**src/rtl/riscv_pkg.sv**
```systemverilog
// Shared definitions for the RISC-V core front end: the canonical NOP,
// the default reset vector and the fetch FSM state encoding.
package riscv_pkg;

    localparam logic [31:0] NOP_INSTR        = 32'h0000_0013;
    localparam logic [31:0] RESET_PC_DEFAULT = 32'h0040_0000;

    typedef enum logic {
        FETCH = 1'b0,
        FLUSH = 1'b1
    } fetch_state_e;

endpackage

```
**src/rtl/fetch_fifo.sv**
```systemverilog
// Synchronous FIFO holding fetched {pc, instruction} entries between the
// instruction memory and the IF/ID register. DEPTH must be a power of two.
module fetch_fifo #(
    parameter int DEPTH = 4,
    parameter int DW    = 64
) (
    input  logic                   clk,
    input  logic                   rst,
    input  logic                   push,
    input  logic [DW-1:0]          push_data,
    input  logic                   pop,
    input  logic                   flush,
    output logic [DW-1:0]          head_data,
    output logic [$clog2(DEPTH):0] count,
    output logic                   empty
);

    localparam int AW = $clog2(DEPTH);
    localparam int CW = AW + 1;

    logic [DW-1:0] mem_q [DEPTH];
    logic [DW-1:0] mem_d [DEPTH];
    logic [AW-1:0] rd_ptr_q, rd_ptr_d;
    logic [AW-1:0] wr_ptr_q, wr_ptr_d;
    logic [CW-1:0] count_q, count_d;
    logic          full;
    logic          do_push;
    logic          do_pop;

    assign empty     = (count_q == '0);
    assign full      = (count_q == CW'(DEPTH));
    assign do_pop    = pop && !empty;
    // A full FIFO still accepts a push when the head leaves in the same cycle.
    assign do_push   = push && (!full || do_pop);
    assign head_data = mem_q[rd_ptr_q];
    assign count     = count_q;

    always_comb begin
        mem_d    = mem_q;
        rd_ptr_d = rd_ptr_q;
        wr_ptr_d = wr_ptr_q;
        count_d  = count_q;
        if (flush) begin
            rd_ptr_d = '0;
            wr_ptr_d = '0;
            count_d  = '0;
        end else begin
            if (do_push) begin
                mem_d[wr_ptr_q] = push_data;
                wr_ptr_d        = wr_ptr_q + AW'(1);
            end
            if (do_pop) begin
                rd_ptr_d = rd_ptr_q + AW'(1);
            end
            count_d = count_q + CW'(do_push) - CW'(do_pop);
        end
    end

    always_ff @(posedge clk) begin
        if (rst) begin
            rd_ptr_q <= '0;
            wr_ptr_q <= '0;
            count_q  <= '0;
        end else begin
            rd_ptr_q <= rd_ptr_d;
            wr_ptr_q <= wr_ptr_d;
            count_q  <= count_d;
        end
    end

    always_ff @(posedge clk) begin
        mem_q <= mem_d;
    end

endmodule

```
**src/rtl/if_fetch_unit.sv**
```systemverilog
// Instruction-fetch front end: owns the PC, issues credit-limited in-order
// requests to instruction memory and buffers responses for the IF/ID stage.
module if_fetch_unit
    import riscv_pkg::*;
#(
    parameter int               WIDTH    = 32,
    parameter logic [WIDTH-1:0] RESET_PC = WIDTH'(RESET_PC_DEFAULT),
    parameter int               DEPTH    = 4
) (
    input  logic             clk,
    input  logic             rst,
    input  logic             stall,
    input  logic             redirect,
    input  logic [WIDTH-1:0] redirect_pc,
    output logic             imem_req,
    output logic [WIDTH-1:0] imem_addr,
    input  logic             imem_gnt,
    input  logic             imem_rvalid,
    input  logic [31:0]      imem_rdata,
    output logic             if_valid,
    output logic [WIDTH-1:0] if_pc,
    output logic [31:0]      if_instr
);

    localparam int AW = $clog2(DEPTH);
    localparam int CW = AW + 1;
    localparam int DW = WIDTH + 32;

    fetch_state_e     state_q, state_d;
    logic [WIDTH-1:0] pc_q, pc_d;
    logic [CW-1:0]    outstanding_q, outstanding_d;
    logic [CW-1:0]    drop_q, drop_d;

    logic [WIDTH-1:0] pcq_q [DEPTH];
    logic [WIDTH-1:0] pcq_d [DEPTH];
    logic [AW-1:0]    pcq_wr_q, pcq_wr_d;
    logic [AW-1:0]    pcq_rd_q, pcq_rd_d;

    logic [WIDTH-1:0] redirect_target;
    logic             unused_redirect_lsbs;
    logic [CW:0]      credits;
    logic             gnt_fire;
    logic             rsp_live;
    logic             rsp_keep;
    logic             fifo_pop;
    logic             fifo_empty;
    logic [CW-1:0]    fifo_count;
    logic [DW-1:0]    fifo_head;

    assign redirect_target      = {redirect_pc[WIDTH-1:2], 2'b00};
    assign unused_redirect_lsbs = ^redirect_pc[1:0];

    // Credits count every slot already promised: requests in flight plus
    // entries waiting in the buffer, so each response always finds room.
    assign credits   = {1'b0, outstanding_q} + {1'b0, fifo_count};
    assign imem_req  = !rst && (state_q == FETCH) && !redirect
                       && (credits < (CW+1)'(DEPTH));
    assign imem_addr = pc_q;
    assign gnt_fire  = imem_req && imem_gnt;

    assign rsp_live  = imem_rvalid && (outstanding_q != '0);
    assign rsp_keep  = rsp_live && (state_q == FETCH) && !redirect;

    assign if_valid  = !fifo_empty;
    assign fifo_pop  = if_valid && !stall && !redirect;
    assign if_pc     = if_valid ? fifo_head[DW-1:32] : '0;
    assign if_instr  = if_valid ? fifo_head[31:0] : NOP_INSTR;

    fetch_fifo #(
        .DEPTH (DEPTH),
        .DW    (DW)
    ) u_fetch_fifo (
        .clk       (clk),
        .rst       (rst),
        .push      (rsp_keep),
        .push_data ({pcq_q[pcq_rd_q], imem_rdata}),
        .pop       (fifo_pop),
        .flush     (redirect),
        .head_data (fifo_head),
        .count     (fifo_count),
        .empty     (fifo_empty)
    );

    always_comb begin
        state_d       = state_q;
        pc_d          = pc_q;
        outstanding_d = outstanding_q;
        drop_d        = drop_q;
        pcq_d         = pcq_q;
        pcq_wr_d      = pcq_wr_q;
        pcq_rd_d      = pcq_rd_q;
        case (state_q)
            FETCH: begin
                if (redirect) begin
                    // Everything still in flight belongs to the old path.
                    pc_d          = redirect_target;
                    drop_d        = outstanding_q + CW'(gnt_fire) - CW'(rsp_live);
                    outstanding_d = '0;
                    pcq_wr_d      = '0;
                    pcq_rd_d      = '0;
                    state_d       = (drop_d != '0) ? FLUSH : FETCH;
                end else begin
                    if (gnt_fire) begin
                        pc_d            = pc_q + WIDTH'(4);
                        pcq_d[pcq_wr_q] = pc_q;
                        pcq_wr_d        = pcq_wr_q + AW'(1);
                    end
                    if (rsp_keep) begin
                        pcq_rd_d = pcq_rd_q + AW'(1);
                    end
                    outstanding_d = outstanding_q + CW'(gnt_fire) - CW'(rsp_keep);
                end
            end
            FLUSH: begin
                if (redirect) begin
                    pc_d = redirect_target;
                end
                if (imem_rvalid && (drop_q != '0)) begin
                    drop_d = drop_q - CW'(1);
                    if (drop_q == CW'(1)) begin
                        state_d = FETCH;
                    end
                end
            end
            default: begin
                state_d = FETCH;
            end
        endcase
    end

    always_ff @(posedge clk) begin
        if (rst) begin
            state_q       <= FETCH;
            pc_q          <= RESET_PC;
            outstanding_q <= '0;
            drop_q        <= '0;
            pcq_wr_q      <= '0;
            pcq_rd_q      <= '0;
        end else begin
            state_q       <= state_d;
            pc_q          <= pc_d;
            outstanding_q <= outstanding_d;
            drop_q        <= drop_d;
            pcq_wr_q      <= pcq_wr_d;
            pcq_rd_q      <= pcq_rd_d;
        end
    end

    always_ff @(posedge clk) begin
        pcq_q <= pcq_d;
    end

endmodule

```
**config.mk**
```make
export PLATFORM = sky130hd
export DESIGN_NAME = if_fetch_unit
export DESIGN_NICKNAME = d
export VERILOG_FILES = /design/src/rtl/riscv_pkg.sv /design/src/rtl/fetch_fifo.sv /design/src/rtl/if_fetch_unit.sv
export SDC_FILE = /design/constraint.sdc
export NUM_CORES = 1
export LEC_CHECK = 0
export CAP_MARGIN = 40
export CORE_MARGIN = 4
export CORE_UTILIZATION = 45
export DETAILED_ROUTE_END_ITERATION = 6
export PLACE_DENSITY_LB_ADDON = 0.1
export SKIP_CTS_REPAIR_TIMING = 1
export SLEW_MARGIN = 10
export SYNTH_ARGS = -nofsm -noshare
export SYNTH_HDL_FRONTEND = slang
export SYNTH_HIERARCHICAL = 1
export SYNTH_SLANG_ARGS = --single-unit
export TNS_END_PERCENT = 50
```
**constraint.sdc**
```tcl
create_clock -name clk -period 17.7 [get_ports clk]
set_clock_uncertainty 0.15 [all_clocks]
set_input_delay 2.655 -clock clk [delete_from_list [all_inputs] [get_ports clk]]
set_output_delay 2.655 -clock clk [all_outputs]
set_load 0.03 [all_outputs]
```
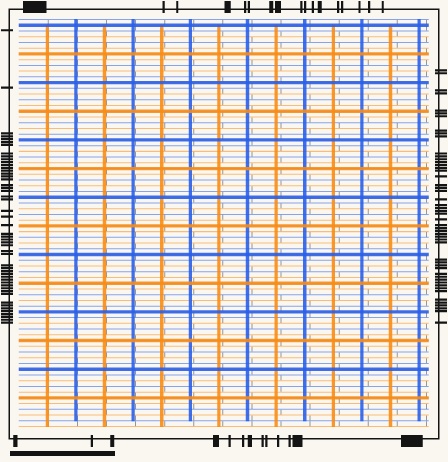
(supply network)
The bar under the picture is 50 um long. Pins as bars on the die edge. Tap cells in grey.
[blue] VDD
[orange] VSS
met4 straps: 14
met5 straps: 14
tap cells: 511
met1 rails: 72
signal pins: 168
Die X: 203 um
Core ar.: 0.0376 mm^2

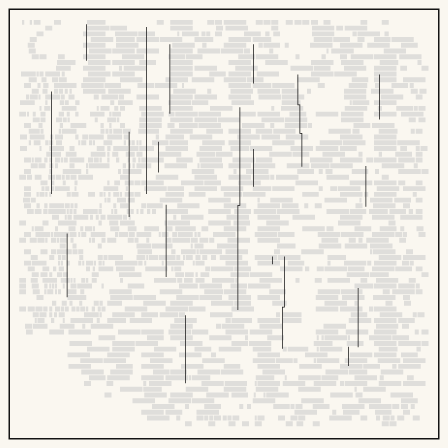
(metal 4)
nets with wire on the layer: 8
share of all routed wire: 1.8%
wire length on this layer: 630 um
main direction: vertical
longest straight run: 78.9 um
WL final: 35400 um
total number of vias: 9080

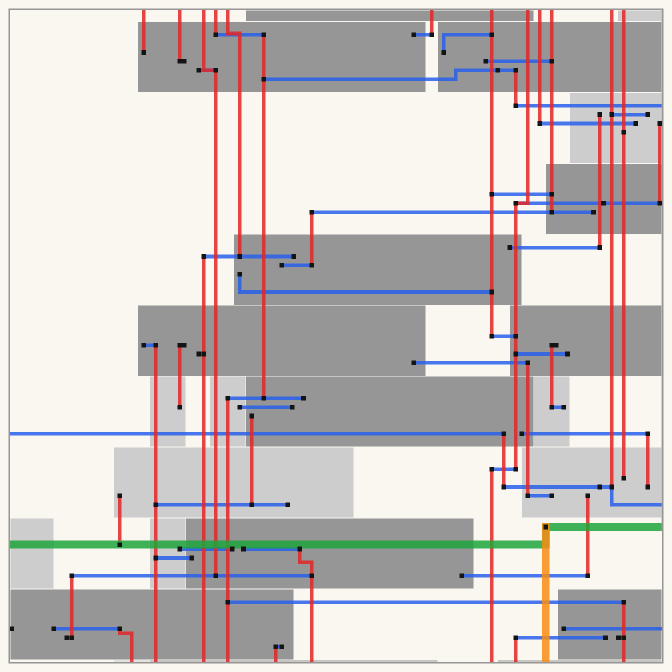
(zoomed window)
Region (140, 38) to (165, 63) um. Cells in grey, sequential cells in the stronger grey; small squares are vias.
[blue] metal 1
[orange] metal 4
[green] metal 3
[red] metal 2
netlist names of flops here include: `u_fetch_fifo/mem_q` (8)
cells with their middle in the window: 14
most frequent: edfxtp_1 (8), conb_1 (4)
sequential cells in the window: 8

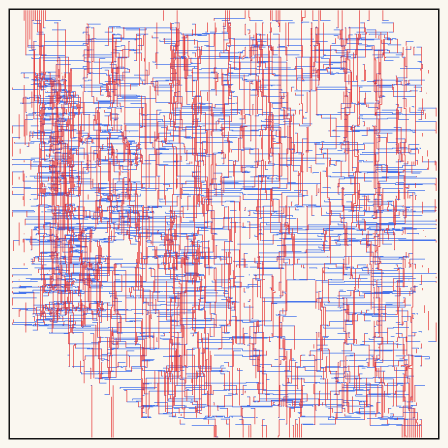
(metal layers overlaid)
Only two layers are drawn.
[red] metal 2 | wire length: 17000 um
[blue] metal 1 | wire length: 15700 um
post-DR wirelength/cell: 21.0 um
GRT Resource Usage Total: 17.3%

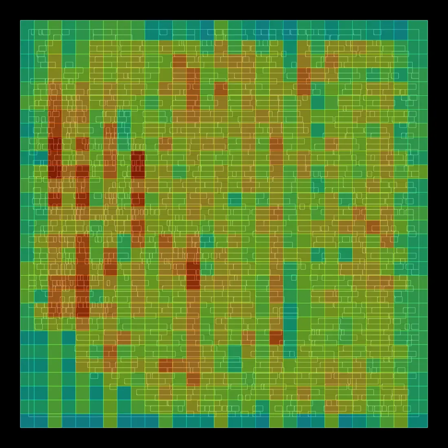
(routing congestion map)
met1 GRT Util: 24.4%
final core occ: 55.8%
Top Usage Layer GRT: met2
met3 global-route usage: 3.27%
met2 Usage GRT: 28.5%

==> impl_metrics.tcl <==
# yosys + openroad results
set metrics [dict create \
    clockBufferDepth 3 \
    dr.pass1.iters 4 \
    status "finished, final reports clean" \
    synthCells 947 \
    ys_cells 947 \
    setup_viol 0 \
    final_cells 1686 \
    gp_congestion 0.759 \
    rrSetupSlack_ps 13630 \
    fill_cells 2973 \
    crit_fanout 39 \
    row_count 71 \
    edf_count 376 \
    worst-r2r-cell-count 12 \
    p_int_uw 1690 \
    power_leader "registers" \
    dpl.cell_count 1604 \
    min_path_type "flop to flop" \
    ys.flops 424 \
    common_cells "edfxtp_1 (376), mux4_2 (94), nor2b_1 (62)" \
    fin_hold_ws_ps 349 \
    cts-htree-levels 2 \
    pg_seq_uw 1110 \
    lay_top_cells "edfxtp_1 (376), clkdlybuf4s50_1 (163), mux4_2 (94)" \
    crit_cells 6 \
    combinationalPower_uw 83.4 \
    seq_share_pct 58.4 \
    ios 168 \
    nNetsFinal 1232 \
    critical_path_class "input port to output port" \
    cp.arrival_ps 5030 \
    crit_required_ps 14900 \
    clock.fmax_ghz 0.128 \
    cts_root_buf "clkbuf_16" \
    diodes 0 \
    seqPwrFrac_pct 52.4 \
    first_iter_violations 427 \
    yosys.area.top_type "edfxtp_1" \
    critPathTopFamily "buffers and inverters" \
    start_kind "input port" \
    async_flop_share_pct 0 \
    critPathCaptureType "output port" \
    logic_area_mm2 0.00454 \
    yosysChipArea_mm2 0.0171 \
    routed-wl-met2_um 17000 \
    cp_common_cell "clkdlybuf4s50_1" \
    flop_area_mm2 0.0123 \
    yosys_warnings 6 \
    grt_pass1_wl_um 55700 \
    nMultiInputCombCells 456 \
    die_area_mm2 0.0412 \
    cts_buffers 44 \
    clk_share_pct 6.99 \
    worstSetupStartpoint "redirect" \
    ys_types 68 \
    nNonClkBuffers 190 \
    warnings 35 \
    worst_path_max_delay_cell "clkdlybuf4s50_1" \
    avgViaCountPerCell 5.39 \
    ys_seq_share_pct 71.5 \
    timing.final.crit_period_ps 7840 \
    clock_buffer_count 52 \
    crit_chain "clkdlybuf4s50_1 > buf_4 > nor2_1 > buf_6 > and3_1 > clkdlybuf4s50_1" \
    cts_num_sinks 424 \
    p_clk_uw 926 \
    overflow 0 \
]
-- logic make-up after synthesis --
group | Yosys count | synth area share [%]
xor gates and xnor gates | 7 | 0.358
buffers and inverters | 76 | 2.29
AOI/OAI and AO/OA | 100 | 4.08
adders and majority gates | 23 | 1.72
DFF | 424 | 71.5
muxes | 104 | 13.0
other | 1 | 0.0219
and+or+nand+nor | 212 | 7.02
-- flip-flops by register name, summed over array words and instances, names as in the netlist --
| signal | flops |
|---|---|
| u_fetch_fifo/rd_ptr_q | 2 |
| state_q | 1 |
| drop_q | 3 |
| u_fetch_fifo/count | 3 |
| pcq_wr_q | 2 |
| pcq_q | 120 |
| pcq_rd_q | 2 |
| u_fetch_fifo/wr_ptr_q | 2 |
| outstanding_q | 3 |
| u_fetch_fifo/mem_q | 256 |
| imem_addr | 30 |
